[src/rtl/cpu_ctrl_pkg.sv]
// Shared constants and types for the branch/hazard pipeline control slice.
package cpu_ctrl_pkg;
   localparam logic [4:0] OP_BE         = 5'b00011;
   localparam logic [1:0] PC_SEL_PLUS1  = 2'b00;
   localparam logic [1:0] PC_SEL_BRANCH = 2'b01;
   localparam int         FCNT_W        = 3;

   typedef enum logic {RUN, FLUSH} state_t;
endpackage

[src/rtl/sat_counter.sv]
// Event counter that holds at all-ones instead of wrapping.
module sat_counter #(
   parameter int CNT_W = 16
) (
   input  logic             clk,
   input  logic             rst,
   input  logic             inc,
   output logic [CNT_W-1:0] count
);
   logic [CNT_W-1:0] count_q, count_d;

   always_comb begin
      count_d = count_q;
      if (inc && (count_q != {CNT_W{1'b1}}))
         count_d = count_q + {{(CNT_W-1){1'b0}}, 1'b1};
   end

   always_ff @(posedge clk or posedge rst) begin
      if (rst) count_q <= '0;
      else     count_q <= count_d;
   end

   assign count = count_q;
endmodule

[src/rtl/branch_hazard_ctrl.sv]
// PC / pipeline-register sequencing around taken branches and load-use stalls,
// with saturating event counters.
module branch_hazard_ctrl
   import cpu_ctrl_pkg::*;
#(
   parameter int FLUSH_CYCLES = 2,
   parameter int REG_W        = 4,
   parameter int CNT_W        = 16
) (
   input  logic             clk,
   input  logic             rst,
   input  logic             ex_valid,
   input  logic [4:0]       ex_opcode,
   input  logic [1:0]       ex_select_pc,
   input  logic             ex_is_load,
   input  logic [REG_W-1:0] ex_rd,
   input  logic             id_valid,
   input  logic [REG_W-1:0] id_rs1,
   input  logic [REG_W-1:0] id_rs2,
   output logic [1:0]       pc_sel,
   output logic             pc_write_en,
   output logic             ifid_write_en,
   output logic             ifid_flush,
   output logic             idex_flush,
   output logic             busy,
   output logic [CNT_W-1:0] taken_cnt,
   output logic [CNT_W-1:0] not_taken_cnt,
   output logic [CNT_W-1:0] stall_cnt
);
   state_t              state_q, state_d;
   logic [FCNT_W-1:0]   fcnt_q, fcnt_d;
   logic                taken, not_taken, load_use;
   logic                inc_taken, inc_not_taken, inc_stall;

   assign taken     = ex_valid && (ex_opcode == OP_BE) && (ex_select_pc == PC_SEL_BRANCH);
   assign not_taken = ex_valid && (ex_opcode == OP_BE) && (ex_select_pc == PC_SEL_PLUS1);
   assign load_use  = ex_valid && ex_is_load && (ex_rd != '0) && id_valid &&
                      ((ex_rd == id_rs1) || (ex_rd == id_rs2));

   // Outputs are forced to their idle values while rst is high so an
   // asynchronous reset takes effect on the decision lines immediately.
   always_comb begin
      state_d       = state_q;
      fcnt_d        = fcnt_q;
      pc_sel        = PC_SEL_PLUS1;
      pc_write_en   = 1'b1;
      ifid_write_en = 1'b1;
      ifid_flush    = 1'b0;
      idex_flush    = 1'b0;
      busy          = 1'b0;
      inc_taken     = 1'b0;
      inc_not_taken = 1'b0;
      inc_stall     = 1'b0;
      if (!rst) begin
         case (state_q)
            RUN: begin
               inc_not_taken = not_taken;
               if (taken) begin
                  pc_sel     = PC_SEL_BRANCH;
                  ifid_flush = 1'b1;
                  idex_flush = 1'b1;
                  inc_taken  = 1'b1;
                  if (FLUSH_CYCLES > 1) begin
                     fcnt_d  = FCNT_W'(FLUSH_CYCLES - 1);
                     state_d = FLUSH;
                  end
               end else if (load_use) begin
                  pc_write_en   = 1'b0;
                  ifid_write_en = 1'b0;
                  idex_flush    = 1'b1;
                  inc_stall     = 1'b1;
               end
            end
            FLUSH: begin
               ifid_flush = 1'b1;
               idex_flush = 1'b1;
               busy       = 1'b1;
               fcnt_d     = fcnt_q - 1'b1;
               if (fcnt_q <= 1) state_d = RUN;
            end
            default: state_d = RUN;
         endcase
      end
   end

   always_ff @(posedge clk or posedge rst) begin
      if (rst) begin
         state_q <= RUN;
         fcnt_q  <= '0;
      end else begin
         state_q <= state_d;
         fcnt_q  <= fcnt_d;
      end
   end

   sat_counter #(.CNT_W(CNT_W)) u_taken_cnt (
      .clk(clk), .rst(rst), .inc(inc_taken), .count(taken_cnt)
   );
   sat_counter #(.CNT_W(CNT_W)) u_not_taken_cnt (
      .clk(clk), .rst(rst), .inc(inc_not_taken), .count(not_taken_cnt)
   );
   sat_counter #(.CNT_W(CNT_W)) u_stall_cnt (
      .clk(clk), .rst(rst), .inc(inc_stall), .count(stall_cnt)
   );
endmodule

[config.mk]
export PLATFORM = sky130hd
export DESIGN_NAME = branch_hazard_ctrl
export DESIGN_NICKNAME = d
export VERILOG_FILES = /design/src/rtl/cpu_ctrl_pkg.sv /design/src/rtl/sat_counter.sv /design/src/rtl/branch_hazard_ctrl.sv
export SDC_FILE = /design/constraint.sdc
export NUM_CORES = 1
export LEC_CHECK = 0
export CORE_AREA = 5 5 101 103
export CTS_CLUSTER_DIAMETER = 50
export DETAILED_ROUTE_END_ITERATION = 10
export DIE_AREA = 0 0 106 108
export GPL_TIMING_DRIVEN = 0
export PLACE_DENSITY_LB_ADDON = 0.1
export SYNTH_ARGS = -nofsm -noshare
export SYNTH_HDL_FRONTEND = slang
export SYNTH_SLANG_ARGS = --single-unit
[constraint.sdc]
create_clock -name clk -period 2.33 [get_ports clk]
set_clock_uncertainty 0.15 [all_clocks]
set_input_delay 0.3495 -clock clk [delete_from_list [all_inputs] [get_ports clk]]
set_output_delay 0.3495 -clock clk [all_outputs]
set_load 0.1 [all_outputs]
Figure 1. Met1 routing (run 1).
Cells faint in the background.
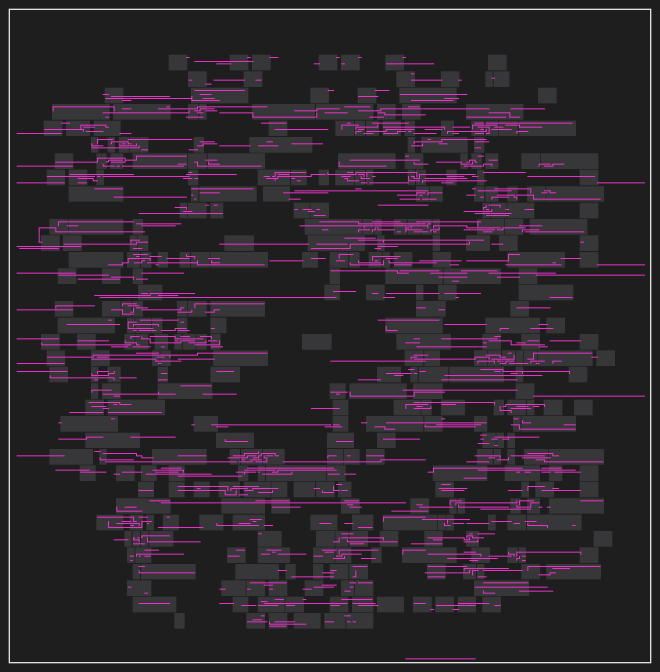
The layer carries 3180 um of wire. 345 nets have wire on it. The layer holds 46% of the routed length.
number of vias in the routed layout: 2246
post-detailed-routing wire length: 6.86 mm
fraction of met1 tracks used by global routing: 15.9%

Figure 2. The metal 2 layer (run 1).
Scale bar: 20 um.
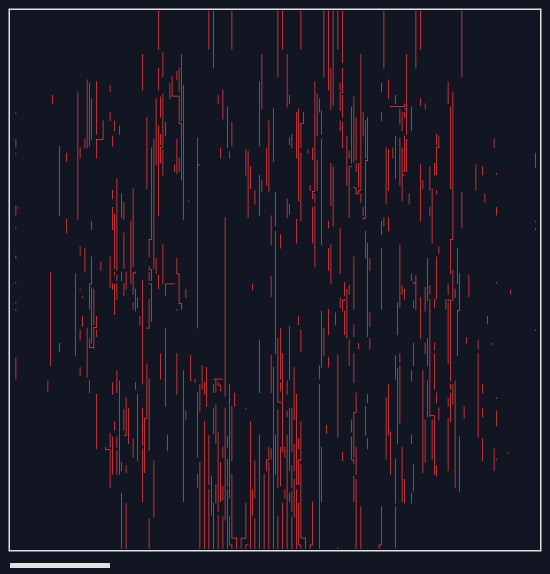
The layer holds 49% of the routed length. The layer carries 3360 um of wire. 330 nets have wire on it. The longest straight run is 38.1 um. The wires run mostly vertical.
fraction of met2 tracks used by global routing: 20.9%

==> Changelog: implementation, run 1 <==
### Metrics

- Result of the run: finished clean
- Filler cell count in the final layout: 938
- Most frequent cells in the layout: dlygate4sd2_1, xnor2_1, dfrtp_1, dfrtp_2
- Post-detailed-placement cell area: between 3000 and 4000 um2
- Count of input and output buffers: 77
- Critical Path Stages: 6
- Site Rows: 35
- Total number of clock tree sinks: 52
- Number of hold-slack violations in the final timing report: 0
- Most frequent logic cell in the layout: dlygate4sd2_1
- CP Data Arrival Time: 1.77 ns
- Cell area after layout: 3930 um2
- Stage delay of the slowest cell on the critical path: around 0.40 ns
- Number of nets in the layout: 393
- Tap Count: 111
- Minimum setup slack in the final design: between 0.05 and 0.06 ns
- Average wire per standard cell: between 10 and 15 um
- Setup crit start kind: input port
- R2r worst-path depth: 5
- Power consumed by the clock network: around 0.00054 W
- Most used flip-flop cell after synthesis: dfrtp_1
- Die width: ~110 um
- Post-placement cell count: 454
- Global placement routability congestion: 0.698
- Worst-case clock buffer depth: 2
- Sum of met2 wire segment lengths after detailed routing: 3.36 mm
- Max Cap Viol: 0
- Final global-route overflow total: 0
- Via count of the first global-routing pass: 2319
- Power Combinational: approximately 0.00032 W
- Number of antenna violations at the first check in global routing: 0
- Clock transition at the registers of the reported paths: 0.10 ns
- Flip-flops with a built-in enable: 0
- Flop count: 52
- Post-synthesis adder-cell area fraction: ~1.8%
- Setup crit end: idex_flush
- Cell chosen for the clock root: clkbuf_8
- Seq/total area: 34.1%
- Full die area: between 10000 and 15000 um2
- Path category of the worst min-delay check: in2async
- Syn_nets: 294
- Number of iterations in the first detailed-routing pass: 4
- Proportion of total power due to net switching: 29.7%
- Largest net degree at the start of global routing: 28
- Total power draw: 0.00184 W
- Final setup TNS: 0 ns
- Ratio of total power to cell area: 467 nW/um2
- Sequential-cell power consumption: roughly 0.00098 W
- Area growth syn-to-layout: 42.4%
- OpenROAD warning count: 28
- Synth top cell by count: dfrtp_1
- Clock network latency to the later pin of the worst-skew pair: 0.30 ns
- Max Freq: 440 MHz
- Count of cells resized by post-cts repair: 113
- H-Tree Level Count: 2
- Cells after synthesis: 266
- Cell-internal power: between 0.001 and 0.0015 W
- Placement-stage worst setup slack: -1.89 ns
- Critical path buffers and inverters: 2
- Minimum clock period: 2.27 ns
- NonClk Buf Share: 22.7%
- Iter 0 DRT Violations: about 47
- Post-Route Utilization: a little over two fifths
- Top-area cell type share of the netlist area: 47.2%
- Largest delay share family, worst path: simple AND/OR/NAND/NOR gates
- Ys async rst share: 100%
- Post-Synthesis Mean Instance Area: slightly above 10 um2
- Count of warnings emitted by yosys: 0
- Sequential standard cell area: 1340 um2
- Post-route DRC: 0
- Basic-gate share of the synthesized area counting and, or, nand and nor cells: 25.7%
- Antenna violation net count after detailed routing: 0
- Leakage power: 1.96 nW
- Clock buf/inv share: 2.39%
- Final Max-Slew Violation Tally: 0
- Worst reg2reg setup slack: 0.15 ns
- Number of antenna cells inserted: 0
- Std-Cell Core Area: approximately 9100 um2
- Global-route usage over all layers: 12.3%
- Final standard cell count with taps included and fillers excluded: 477
- Sequential Power Share: 53.3%
- Non-clock buffer count: 97
- Post-synthesis cell count from yosys: 266
- Number of buffers added by the clock tree synthesis step: 5
- Count of buffers added by post-CTS timing repair for setup: 10
- Post-CTS Hold Fix Bufs: 0
- Required time at the worst-slack endpoint: 1.83 ns
- Ordered cell list for the critical path: dlygate4sd2_1 > or4_1 > nand4_1 > a21oi_2 > o31a_2 > buf_12
Figure 3. Metal 3 (run 1).
Scale bar: 20 um.
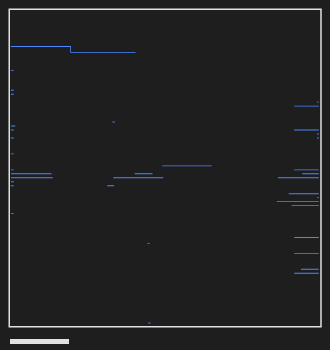
The wires run mostly horizontal. The layer carries 229 um of wire. 32 nets have wire on it. The longest straight run is 22.1 um. The layer holds 3.3% of the routed length.
met3 Usage GRT: 2.63%

Figure 4. Signal metal coverage by tile (run 1).
Scale bar: 20 um. 21 x 22 tiles, from dark purple (low) to yellow (high), scaled to the fullest tile. Values are wire area over tile area, all layers added.
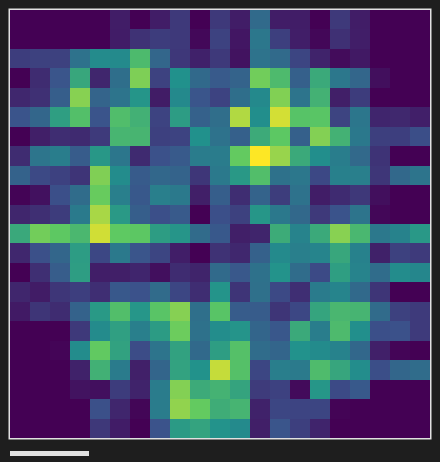
The densest ninth of the die: bottom centre. 17% of the tiles are nearly empty. The mean over all tiles is 0.092.

Figure 5. Clock routing (run 1).
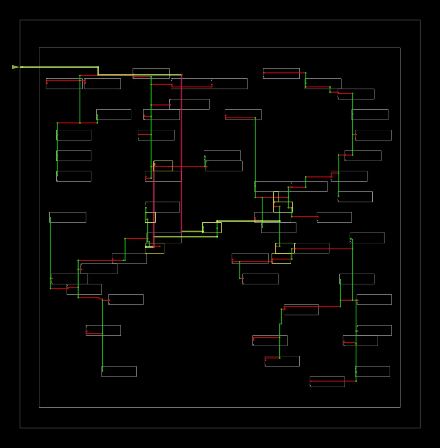

==> run 2: changes to the inputs <==
--- a/config.mk
+++ b/config.mk
@@ -5,10 +5,10 @@
 export SDC_FILE = /design/constraint.sdc
 export NUM_CORES = 1
 export LEC_CHECK = 0
-export CORE_AREA = 5 5 101 103
+export CORE_AREA = 5 5 95 97
 export CTS_CLUSTER_DIAMETER = 50
 export DETAILED_ROUTE_END_ITERATION = 10
-export DIE_AREA = 0 0 106 108
+export DIE_AREA = 0 0 100 102
 export GPL_TIMING_DRIVEN = 0
 export PLACE_DENSITY_LB_ADDON = 0.1
 export SYNTH_ARGS = -nofsm -noshare
Figure 6. Clock routing (run 2).
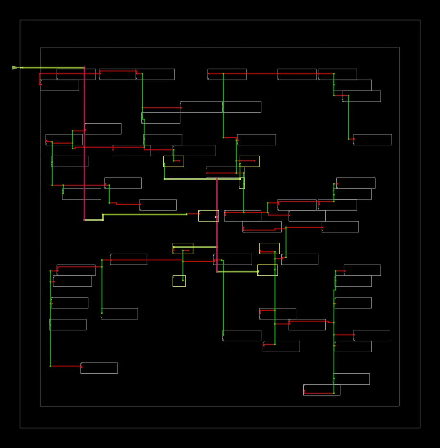
power consumed by the clock network: 0.000546 W
flop count: 52

==> Changelog: implementation, run 2 <==
### Metrics

- Basic-gate share of the synthesized area counting and, or, nand and nor cells: 25.7%
- Clock transition at the registers of the reported paths: roughly 0.1 ns
- Number of nets in the layout: 388
- Worst reg2reg setup slack: 0.17 ns
- Count of cells resized by post-cts repair: ~120
- Proportion of total power due to net switching: between 20% and 30%
- Final global-route overflow total: 0
- Fraction of met1 tracks used by global routing: roughly 17%
- Largest delay share family, worst path: simple AND/OR/NAND/NOR gates
- Via count of the first global-routing pass: 2244
- Post-Synthesis Mean Instance Area: 10.4 um2
- Iter 0 DRT Violations: 47
- Post-synthesis cell count from yosys: 266
- Result of the run: finished clean
- Number of antenna violations at the first check in global routing: 1
- Site Rows: 33
- Count of buffers added by post-CTS timing repair for setup: 7
- Final setup TNS: 0 ns
- Critical path buffers and inverters: 2
- Ordered cell list for the critical path: clkdlybuf4s15_2 > or4_4 > nand4_1 > a21oi_2 > o31a_2 > buf_12
- Number of antenna cells inserted: 1
- Post-placement cell count: 448
- Clock buf/inv share: 2.44%
- Synth top cell by count: dfrtp_1
- H-Tree Level Count: 2
- Count of input and output buffers: 77
- Required time at the worst-slack endpoint: 1.83 ns
- Clock network latency to the later pin of the worst-skew pair: 0.30 ns
- Placement-stage worst setup slack: -1.87 ns
- Setup crit end: idex_flush
- Cells after synthesis: approximately 270
- R2r worst-path depth: 5
- Number of buffers added by the clock tree synthesis step: 5
- Sum of met2 wire segment lengths after detailed routing: around 3.3 mm
- Most used flip-flop cell after synthesis: dfrtp_1
- Leakage power: 1.96 nW
- NonClk Buf Share: 22.2%
- Minimum setup slack in the final design: around 0.038 ns
- Non-clock buffer count: 92
- Final Max-Slew Violation Tally: 0
- Global-route usage over all layers: 13.3%
- Average wire per standard cell: ~14 um
- Largest net degree at the start of global routing: 28
- Antenna violation net count after detailed routing: 0
- Critical Path Stages: 6
- Syn_nets: 294
- Global placement routability congestion: 0.730
- CP Data Arrival Time: 1.79 ns
- Final standard cell count with taps included and fillers excluded: about 470
- Area growth syn-to-layout: 41.5%
- Total power draw: 0.00184 W
- Ratio of total power to cell area: 470 nW/um2
- Sequential standard cell area: 1340 um2
Figure 7. The metal 2 layer (run 2).
Scale bar: 20 um.
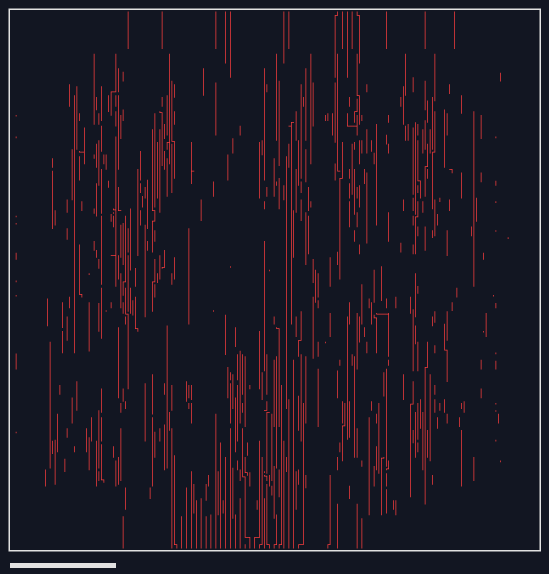

==> run 3: changes to the inputs <==
--- a/config.mk
+++ b/config.mk
@@ -5,10 +5,11 @@
 export SDC_FILE = /design/constraint.sdc
 export NUM_CORES = 1
 export LEC_CHECK = 0
-export CORE_AREA = 5 5 95 97
+export ABC_CLOCK_PERIOD_IN_PS = 2330
+export CORE_AREA = 2 2 92 94
 export CTS_CLUSTER_DIAMETER = 50
 export DETAILED_ROUTE_END_ITERATION = 10
-export DIE_AREA = 0 0 100 102
+export DIE_AREA = 0 0 94 96
 export GPL_TIMING_DRIVEN = 0
 export PLACE_DENSITY_LB_ADDON = 0.1
 export SYNTH_ARGS = -nofsm -noshare
Figure 8. The metal 2 layer (run 3).
Scale bar: 20 um.
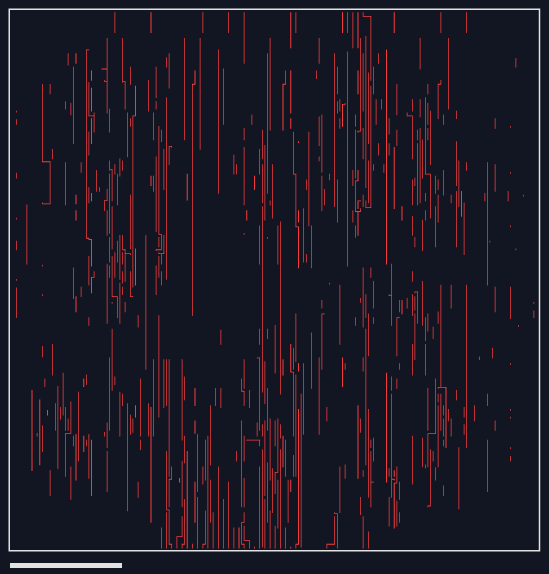
The wires run mostly vertical. The layer holds 48% of the routed length. 322 nets have wire on it.

==> Changelog: implementation, run 3 <==
### Metrics

- Result of the run: finished clean
- Cell-internal power: 0.00129 W
- Post-synthesis cell count from yosys: roughly 270
- Flop count: between 50 and 60
- Required time at the worst-slack endpoint: 1.83 ns
- Max Cap Viol: 0
- Top-area cell type share of the netlist area: a little under half
- Basic-gate share of the synthesized area counting and, or, nand and nor cells: 25.7%
- Number of nets in the layout: roughly 390
- Global-route usage over all layers: 15.0%
- Count of warnings emitted by yosys: 0
- Final setup TNS: 0 ns
- Post-CTS Hold Fix Bufs: 0
- Final global-route overflow total: 0
- Post-placement cell count: 448
- Antenna violation net count after detailed routing: 0
- Placement-stage worst setup slack: -1.86 ns
- Setup crit start kind: input port
- Post-Synthesis Mean Instance Area: 10.4 um2
- Highest signal layer in the routed design: met4
- Power consumed by the clock network: about 0.00055 W
- Count of input and output buffers: between 70 and 80
- Syn_nets: ~290
- Post-Route Utilization: between 40% and 50%
- Worst reg2reg setup slack: roughly 0.16 ns
- Most frequent logic cell in the layout: dlygate4sd2_1
- OpenROAD warning count: 28
- NonClk Buf Share: approximately 22%
- Number of hold-slack violations in the final timing report: 0
- Path category of the worst min-delay check: in2async
- Proportion of total power due to net switching: 29.9%
- Std-Cell Core Area: 8050 um2
- Minimum clock period: 2.28 ns
- Clock buf/inv share: 2.45%
- Clock network latency to the later pin of the worst-skew pair: 0.31 ns
- Ys async rst share: 100%
- Full die area: 9020 um2
- Via count of the first global-routing pass: 2217
- Leakage power: 1.93 nW
- Critical Path Stages: 6
- Total power draw: 0.00184 W
- Site Rows: 33
- Met1 routed wirelength after detailed routing: 3.03 mm
- Worst-case clock buffer depth: 2
- Count of buffers added by post-CTS timing repair for setup: 7
- Most frequent cells in the layout: dlygate4sd2_1, xnor2_1, dfrtp_1, dfrtp_2
- Synth top cell by count: dfrtp_1
- Met3 Usage GRT: 3.13%
- Flip-flops with a built-in enable: 0
- Number of buffers added by the clock tree synthesis step: 5
- Filler cell count in the final layout: 790
- H-Tree Level Count: 2
- Sum of met2 wire segment lengths after detailed routing: between 3 and 4 mm
- Post-route DRC: 0
- Average wire per standard cell: 13.8 um
- Fraction of met1 tracks used by global routing: between 20% and 30%
- Non-clock buffer count: 92
- Cells after synthesis: 266
- Die width: 94 um
- Largest delay share family, worst path: simple AND/OR/NAND/NOR gates
- Final standard cell count with taps included and fillers excluded: between 400 and 500
- Height of the die: approximately 96 um
- Fraction of met2 tracks used by global routing: approximately a quarter
- Minimum setup slack in the final design: 0.0542 ns
- Critical path buffers and inverters: 2
- R2r worst-path depth: 5
- Number of vias in the routed layout: about 2.2k
- Final Max-Slew Violation Tally: 0
- Area growth syn-to-layout: 40.6%
- Sequential-cell power consumption: 0.000978 W
- Most used flip-flop cell after synthesis: dfrtp_1
- Cell area after layout: roughly 3900 um2
- CP Data Arrival Time: 1.78 ns
- Number of antenna violations at the first check in global routing: 0
- Post-synthesis adder-cell area fraction: 1.81%
- Ratio of total power to cell area: 476 nW/um2
- Number of iterations in the first detailed-routing pass: 4
- Seq/total area: 34.6%
- Tap Count: about 110
- Cell chosen for the clock root: clkbuf_8
No activity file was given, so power comes from the tool's default toggle rates.
